## src/rtl/dla_noc_mc_packetizer.sv

```systemverilog
// DLA-side multi-channel NoC packetizer: round-robin request arbitration, HEAD/BODY/TAIL
// flit serialisation into the tx FIFO, and per-channel outstanding tracking via grant returns.
module dla_noc_mc_packetizer #(
  parameter int unsigned NUM_CH  = 4,
  parameter int unsigned DATA_W  = 64,
  parameter int unsigned LABEL_W = 2,
  parameter int unsigned X_W     = 4,
  parameter int unsigned Y_W     = 4,
  parameter int unsigned L_W     = 3,
  parameter int unsigned LEN_W   = 8,
  parameter int unsigned MAX_OUT = 4,
  parameter int unsigned SRC_X   = 0,
  parameter int unsigned SRC_Y   = 0
) (
  input  logic                         clk_dla,
  input  logic                         rst_dla,
  input  logic [NUM_CH-1:0]            ch_req_vld,
  output logic [NUM_CH-1:0]            ch_req_rdy,
  input  logic [NUM_CH*(X_W+Y_W+L_W)-1:0] ch_req_dest,
  input  logic [NUM_CH*LEN_W-1:0]      ch_req_len,
  input  logic [NUM_CH-1:0]            ch_data_vld,
  input  logic [NUM_CH*DATA_W-1:0]     ch_data,
  output logic [NUM_CH-1:0]            ch_data_rdy,
  input  logic                         tx_afull,
  output logic                         tx_wen,
  output logic [LABEL_W+DATA_W-1:0]    tx_wdata,
  input  logic                         grnt_rempty,
  output logic                         grnt_ren,
  input  logic [X_W+Y_W+1:0]           grnt_rdata,
  output logic [NUM_CH-1:0]            ch_grant,
  output logic [X_W-1:0]               grant_x,
  output logic [Y_W-1:0]               grant_y,
  output logic                         err_unexpected_grant,
  output logic                         busy
);

  localparam int unsigned DEST_W = X_W + Y_W + L_W;
  localparam int unsigned ID_W   = 2;
  localparam int unsigned SRCF_W = X_W + Y_W + ID_W;
  localparam int unsigned CNT_W  = $clog2(MAX_OUT + 1);

  localparam logic [LABEL_W-1:0] LBL_HEAD     = LABEL_W'(0);
  localparam logic [LABEL_W-1:0] LBL_BODY     = LABEL_W'(1);
  localparam logic [LABEL_W-1:0] LBL_TAIL     = LABEL_W'(2);
  localparam logic [LABEL_W-1:0] LBL_HEADTAIL = LABEL_W'(3);

  typedef enum logic {S_IDLE, S_BODY} state_t;

  state_t              state;
  logic [ID_W-1:0]     rr_ptr;
  logic [ID_W-1:0]     cur_ch;
  logic [LEN_W-1:0]    cur_len;
  logic [LEN_W-1:0]    beat_cnt;
  logic [CNT_W-1:0]    out_cnt [NUM_CH];

  logic [NUM_CH-1:0]   elig;
  logic [NUM_CH-1:0]   inc_vec;
  logic [NUM_CH-1:0]   dec_vec;
  logic [ID_W-1:0]     cand;
  logic [ID_W-1:0]     win_idx;
  logic                win_found;
  logic                issue;
  logic                beat;
  logic [DEST_W-1:0]   sel_dest;
  logic [LEN_W-1:0]    sel_len;
  logic [DATA_W-1:0]   head_data;
  logic [DATA_W-1:0]   cur_data;

  logic                gnt_vld_d;
  logic [ID_W-1:0]     g_dla;
  logic [X_W-1:0]      g_x;
  logic [Y_W-1:0]      g_y;
  logic                g_in_range;
  logic                g_zero;
  logic                g_unexp;

  // Channel eligibility: requesting and below the outstanding limit
  always_comb begin
    elig = '0;
    for (int i = 0; i < NUM_CH; i++) begin
      elig[i] = ch_req_vld[i] && (out_cnt[i] < CNT_W'(MAX_OUT));
    end
  end

  // Round-robin search starting at rr_ptr (the channel after the last winner)
  always_comb begin
    win_found = 1'b0;
    win_idx   = '0;
    cand      = '0;
    for (int k = 0; k < NUM_CH; k++) begin
      cand = ID_W'((32'(rr_ptr) + 32'(k)) % NUM_CH);
      if (!win_found && elig[cand]) begin
        win_found = 1'b1;
        win_idx   = cand;
      end
    end
  end

  assign issue    = (state == S_IDLE) && !tx_afull && win_found;
  assign beat     = (state == S_BODY) && !tx_afull && ch_data_vld[cur_ch];
  assign sel_dest = ch_req_dest[32'(win_idx)*DEST_W +: DEST_W];
  assign sel_len  = ch_req_len[32'(win_idx)*LEN_W +: LEN_W];
  assign cur_data = ch_data[32'(cur_ch)*DATA_W +: DATA_W];

  // Head payload: destination in the low bits, then the source {x, y, channel}
  always_comb begin
    head_data                    = '0;
    head_data[DEST_W-1:0]        = sel_dest;
    head_data[DEST_W +: SRCF_W]  = {X_W'(SRC_X), Y_W'(SRC_Y), win_idx};
  end

  always_comb begin
    ch_req_rdy  = '0;
    ch_data_rdy = '0;
    if (issue) ch_req_rdy[win_idx] = 1'b1;
    if (beat)  ch_data_rdy[cur_ch] = 1'b1;
  end

  assign busy = (state != S_IDLE);

  // Packet FSM and registered flit output
  always_ff @(posedge clk_dla or posedge rst_dla) begin
    if (rst_dla) begin
      state    <= S_IDLE;
      rr_ptr   <= '0;
      cur_ch   <= '0;
      cur_len  <= '0;
      beat_cnt <= '0;
      tx_wen   <= 1'b0;
      tx_wdata <= '0;
    end else begin
      tx_wen <= 1'b0;
      case (state)
        S_IDLE: begin
          if (issue) begin
            cur_ch   <= win_idx;
            cur_len  <= sel_len;
            beat_cnt <= LEN_W'(1);
            rr_ptr   <= ID_W'((32'(win_idx) + 32'd1) % NUM_CH);
            tx_wen   <= 1'b1;
            if (sel_len == '0) begin
              tx_wdata <= {LBL_HEADTAIL, head_data};
              state    <= S_IDLE;
            end else begin
              tx_wdata <= {LBL_HEAD, head_data};
              state    <= S_BODY;
            end
          end
        end
        S_BODY: begin
          if (beat) begin
            tx_wen <= 1'b1;
            if (beat_cnt == cur_len) begin
              tx_wdata <= {LBL_TAIL, cur_data};
              state    <= S_IDLE;
            end else begin
              tx_wdata <= {LBL_BODY, cur_data};
              beat_cnt <= beat_cnt + LEN_W'(1);
            end
          end
        end
        default: state <= S_IDLE;
      endcase
    end
  end

  // Grant path: rdata is valid the cycle after ren, results registered one cycle later
  assign grnt_ren   = !grnt_rempty;
  assign g_dla      = grnt_rdata[ID_W-1:0];
  assign g_y        = grnt_rdata[ID_W +: Y_W];
  assign g_x        = grnt_rdata[ID_W+Y_W +: X_W];
  assign g_in_range = 32'(g_dla) < NUM_CH;

  always_comb begin
    inc_vec = '0;
    dec_vec = '0;
    g_zero  = 1'b0;
    for (int i = 0; i < NUM_CH; i++) begin
      inc_vec[i] = issue && (win_idx == ID_W'(i));
      if (gnt_vld_d && (g_dla == ID_W'(i))) begin
        if (out_cnt[i] == '0) g_zero = 1'b1;
        else                  dec_vec[i] = 1'b1;
      end
    end
    g_unexp = gnt_vld_d && (!g_in_range || g_zero);
  end

  always_ff @(posedge clk_dla or posedge rst_dla) begin
    if (rst_dla) begin
      gnt_vld_d            <= 1'b0;
      ch_grant             <= '0;
      grant_x              <= '0;
      grant_y              <= '0;
      err_unexpected_grant <= 1'b0;
    end else begin
      gnt_vld_d <= grnt_ren;
      ch_grant  <= '0;
      if (gnt_vld_d && g_in_range) begin
        ch_grant[g_dla] <= 1'b1;
        grant_x         <= g_x;
        grant_y         <= g_y;
      end
      if (g_unexp) err_unexpected_grant <= 1'b1;
    end
  end

  // Outstanding counters: issue and grant on the same cycle cancel
  always_ff @(posedge clk_dla or posedge rst_dla) begin
    if (rst_dla) begin
      for (int i = 0; i < NUM_CH; i++) out_cnt[i] <= '0;
    end else begin
      for (int i = 0; i < NUM_CH; i++) begin
        out_cnt[i] <= out_cnt[i] + CNT_W'(inc_vec[i]) - CNT_W'(dec_vec[i]);
      end
    end
  end

endmodule

```

## config.mk

```make
export PLATFORM = sky130hd
export DESIGN_NAME = dla_noc_mc_packetizer
export DESIGN_NICKNAME = d
export VERILOG_FILES = /design/src/rtl/dla_noc_mc_packetizer.sv
export SDC_FILE = /design/constraint.sdc
export NUM_CORES = 1
export LEC_CHECK = 0
export CORE_AREA = 4 4 172 174
export CTS_BUF_LIST = sky130_fd_sc_hd__clkbuf_2 sky130_fd_sc_hd__clkbuf_4 sky130_fd_sc_hd__clkbuf_8
export DETAILED_ROUTE_END_ITERATION = 7
export DIE_AREA = 0 0 176 178
export MAX_ROUTING_LAYER = met4
export PLACE_DENSITY_LB_ADDON = 0.1
export RECOVER_POWER = 100
export SKIP_LAST_GASP = 1
export SLEW_MARGIN = 20
export SYNTH_ARGS = -nofsm -noshare
export SYNTH_HDL_FRONTEND = slang
export SYNTH_SLANG_ARGS = --single-unit
```

## constraint.sdc

```tcl
create_clock -name clk_dla -period 5.62 [get_ports clk_dla]
set_input_delay 0.562 -clock clk_dla [delete_from_list [all_inputs] [get_ports clk_dla]]
set_output_delay 0.562 -clock clk_dla [all_outputs]
set_load 0.02 [all_outputs]
```

==> notes.md <==
fresh numbers from the pnr run: data arrival time at the worst-slack endpoint between 3000 and 4000 ps, DRC Markers 0, number of warnings in the stage logs 26, data required time of the worst path 5060 ps, post-CTS setup repair buffer count 0, number of synthesized flops with an enable pin 0, Post-Synthesis Cell Area 7220 µm², number of gates resized after cts 0, Detail Placement HPWL about 26000 µm, tally of yosys warning messages 0, Clk pwr share 15.3%, Max-cap violations 3, worst flop-to-flop path endpoint busy$_DFF_PP0_, final wirelength 32600 µm, chip area line of the yosys report 7220 µm², Worst Skew about 12 ps, worst min-delay path endpoint tx_wdata[15]$_DFFE_PP0P_, First-pass DRT Iterations 6, drt wl/cell 21.1 µm, dominant synthesized flop cell dfrtp_1, switching share of power between 40% and 50%, number of DRC markers after the initial detailed-route iteration about 300, Yosys Instances 717, die outline height 178 µm, most common library cell in the layout ignoring fill and taps clkdlybuf4s50_1, violations in the final reports max-capacitance violations, max-slew violations, Switching Power 2240 µW, internal power contribution 2920 µW, level count of the clock H-tree 4, portion of total power attributed to sequential cells 28.0%, final count of hold timing violations 0, routed vias 7196, clock sink total 114, clock-pin transition on the worst setup and hold timing paths 90 ps, IR drop worst, VDD approximately 0.00018 V, Max FO, Critical Path roughly 53, relative slew slack -135%, DRT antenna net count 0, share of final-layout standard cells stronger than drive strength 1 10.9%, Avg Vias per Cell 4.66, Chip Footprint 31300 µm², Root Driver clkbuf_8, number of setup violations in the final report 0, Post-synth regs 114, worst r2r src cur_ch[0]$_DFFE_PP0P_, FP Rows 61, number of buffers added by the clock tree synthesis step 17, shortest clock period the worst path allows after layout 4530 ps, status finished with violations, Ports ~440, # nets final 1498, unrepaired setup endpoints after global routing false, unique cell type count in the Yosys netlist 44, async set or reset register ratio after synthesis 100%, Setup TNS 0 ps, largest net degree at the start of global routing ~75, CTS max path bufs 2, clock tree from TritonCTS built, hold buffer count at cts 0, actual slew at the worst max-slew pin about 3500 ps, highest-count cells in the layout ignoring fill and taps 349 x clkdlybuf4s50_1, 183 x nand2_1, 113 x dfrtp_1, 94 x dlygate4sd3_1, 84 x nand3_1, Setup crit start kind register, element type at the critical path end primary output, number of global-route vias before repair 7610, starting utilization of the core area 26.0%, number of max-slew violations in the final report 177, Critical Setup Path Class register to primary output, number of buffers inserted by port buffering 443, depth of the worst register-to-register path 5, maximum operating frequency 221 MHz, GRT Overall Usage 20.8%, GRT Residual Overflow 0, number of stages on the worst hold path 2, clock latency of the later-clocked register in the worst-skew pair 430 ps, first-pass GRT wire length 47400 µm, Gate Count Post-Synth ~720, Pwr Density 416 nW/µm², area added between synthesis and finish 71.9%, number of nets at floorplan between 1k and 1.5k, post-synthesis area per instance ~10 µm², placeable core region 27800 µm², leakage power 0.00516 µW, Comb power frac 56.7%, placement-stage cell area 12000 µm², worst min-delay path class register to register, Die W 176 µm, slack of the worst reg-to-reg path 1380 ps, Hold Startpoint tx_wdata[15]$_DFFE_PP0P_, post-route standard cell area excluding fillers 12400 µm², number of antenna violations at the first check in global routing 21, share of synthesized area occupied by flip-flops and latches 39.5%, period utilisation layout 80.7%, final weighted congestion of routability-driven global placement 0.860
## power groups by stage
| stage | logic [µW] | clock network, µW | registers (µW) |
|---|---|---|---|
| floorplan | 1610 | 0 | 1660 |
| global placement | 3040 | 0 | 1470 |
| detailed placement | 3060 | 0 | 1470 |
| CTS | 3060 | 816 | 1460 |
| global route | 3190 | 852 | 1500 |
| finish | 2930 | 789 | 1450 |
## worst max-delay path, cell delays in order, from the launching register on
cell           delay, ps
dfrtp_1             1290
mux4_2               690
nand3b_1             180
buf_4                520
nor3b_1              110
dlygate4sd3_1        690
## flip-flops by register name, summed over array words and instances, names as in the netlist
signal and count:
cur_ch 2, grant_y 4, err_unexpected_grant 1, busy 1, grant_x 4, beat_cnt 8
tx_wen 1, ch_grant 4, tx_wdata 66, out_cnt 12, rr_ptr 2, gnt_vld_d 1
cur_len 8
## routing by layer
layer	vias to the layer above	routed length (µm)	global-route usage, %
met4	0	481	5.91
met3	16	3050	7.99
met5	-	0	-
met2	283	16900	35.4
met1	3481	12200	22.9
li1	3416	-	-
## how the worst max path moves through the flow
stage | start | to
after global placement | ch_req_vld[0] | out_cnt[2]$_DFF_PP0_
after CTS | ch_req_vld[0] | ch_req_rdy[3]
after detailed placement | ch_req_vld[0] | out_cnt[2]$_DFF_PP0_
after global routing | cur_ch[0]$_DFFE_PP0P_ | ch_data_rdy[0]
final | cur_ch[0]$_DFFE_PP0P_ | ch_data_rdy[1]
after floorplan | ch_req_vld[2] | out_cnt[8]$_DFF_PP0_
## synth_stat cells (3+ instances only)
master,count,area [µm²]
clkbuf_1,45,169
buf_2,3,15.0
nor3b_1,4,30.0
xor2_1,8,70.1
nor2_1,30,113
nand2b_1,3,18.8
inv_1,17,63.8
dfrtp_1,114,2850
fa_1,4,80.1
a31oi_1,12,75.1
o21ai_0,3,15.0
a21oi_1,6,30.0
and3_1,4,25.0
nand3b_1,14,105
nand4_1,6,37.5
a211o_1,17,149
xnor2_1,15,131
a22oi_2,4,50.1
nor3_1,9,45.0
ha_1,9,113
mux4_2,65,1460
mux2_2,8,90.1
a21boi_1,5,37.5
buf_1,7,26.3
a21boi_0,11,82.6
nand2_1,183,687
nand3_1,84,420
nor2b_1,6,37.5
## per-stage QoR
stage,cells,setup slack [ps],power [µW],hold WS (ps),util [%]
floorplan,717,2020,3270,467,-
global placement,1490,1700,4510,479,43.1
detailed placement,1490,1620,4530,474,43.1
CTS,1522,1650,5340,495,44.5
global route,1543,749,5550,515,44.7
finish,1543,1090,5160,491,44.7
## logic make-up after synthesis
logic type / Yosys count / share of synthesized area (%)
simple gates: 348 / 21.7
flops: 114 / 39.5
buf+inv: 75 / 4.16
mux: 74 / 21.7
compound gates: 70 / 7.49
xor+xnor: 23 / 2.79
fa+ha+maj: 13 / 2.67
## cell type report
cell class              instances  area [µm²]
fillers                      2747       15400
repair buffers                452        4490
multi-input cells             528        4070
flip-flops and latches        114        2860
well taps                     378         473
clock buffers                  17         234
clock inverters                15         161
inverters                      18        68.8
diodes                         21        52.6
==> images/wire_density.png <==
Scale bar: 50 µm. 35 x 36 tiles, from black (low) to pale yellow (high), scaled to the fullest tile. Values are wire area over tile area, all layers added.
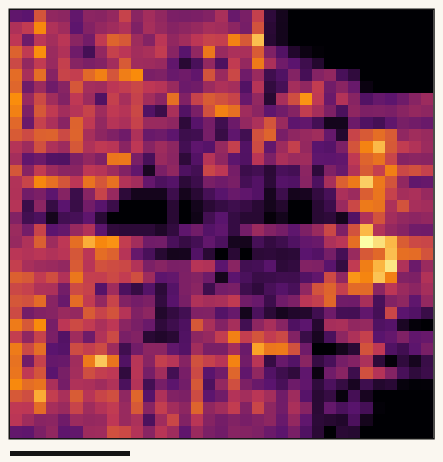
The mean over all tiles is 0.17. 9.0% of the tiles are nearly empty. 22% of the tiles are over half the peak. The fullest tile reaches 0.49.

==> images/final_placement.png <==
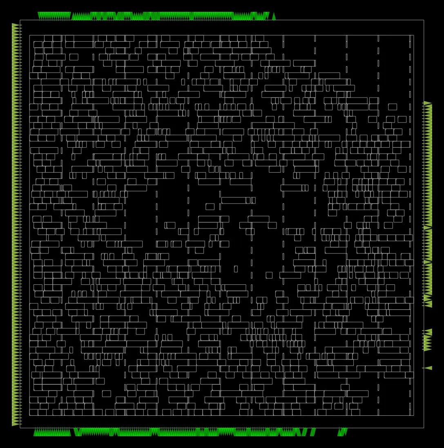
register share of the cell area: 23.0%
number of well-tap cells placed: 378
final standard cell count with taps included and fillers excluded: 1543

Power and IR drop assume default switching activity.
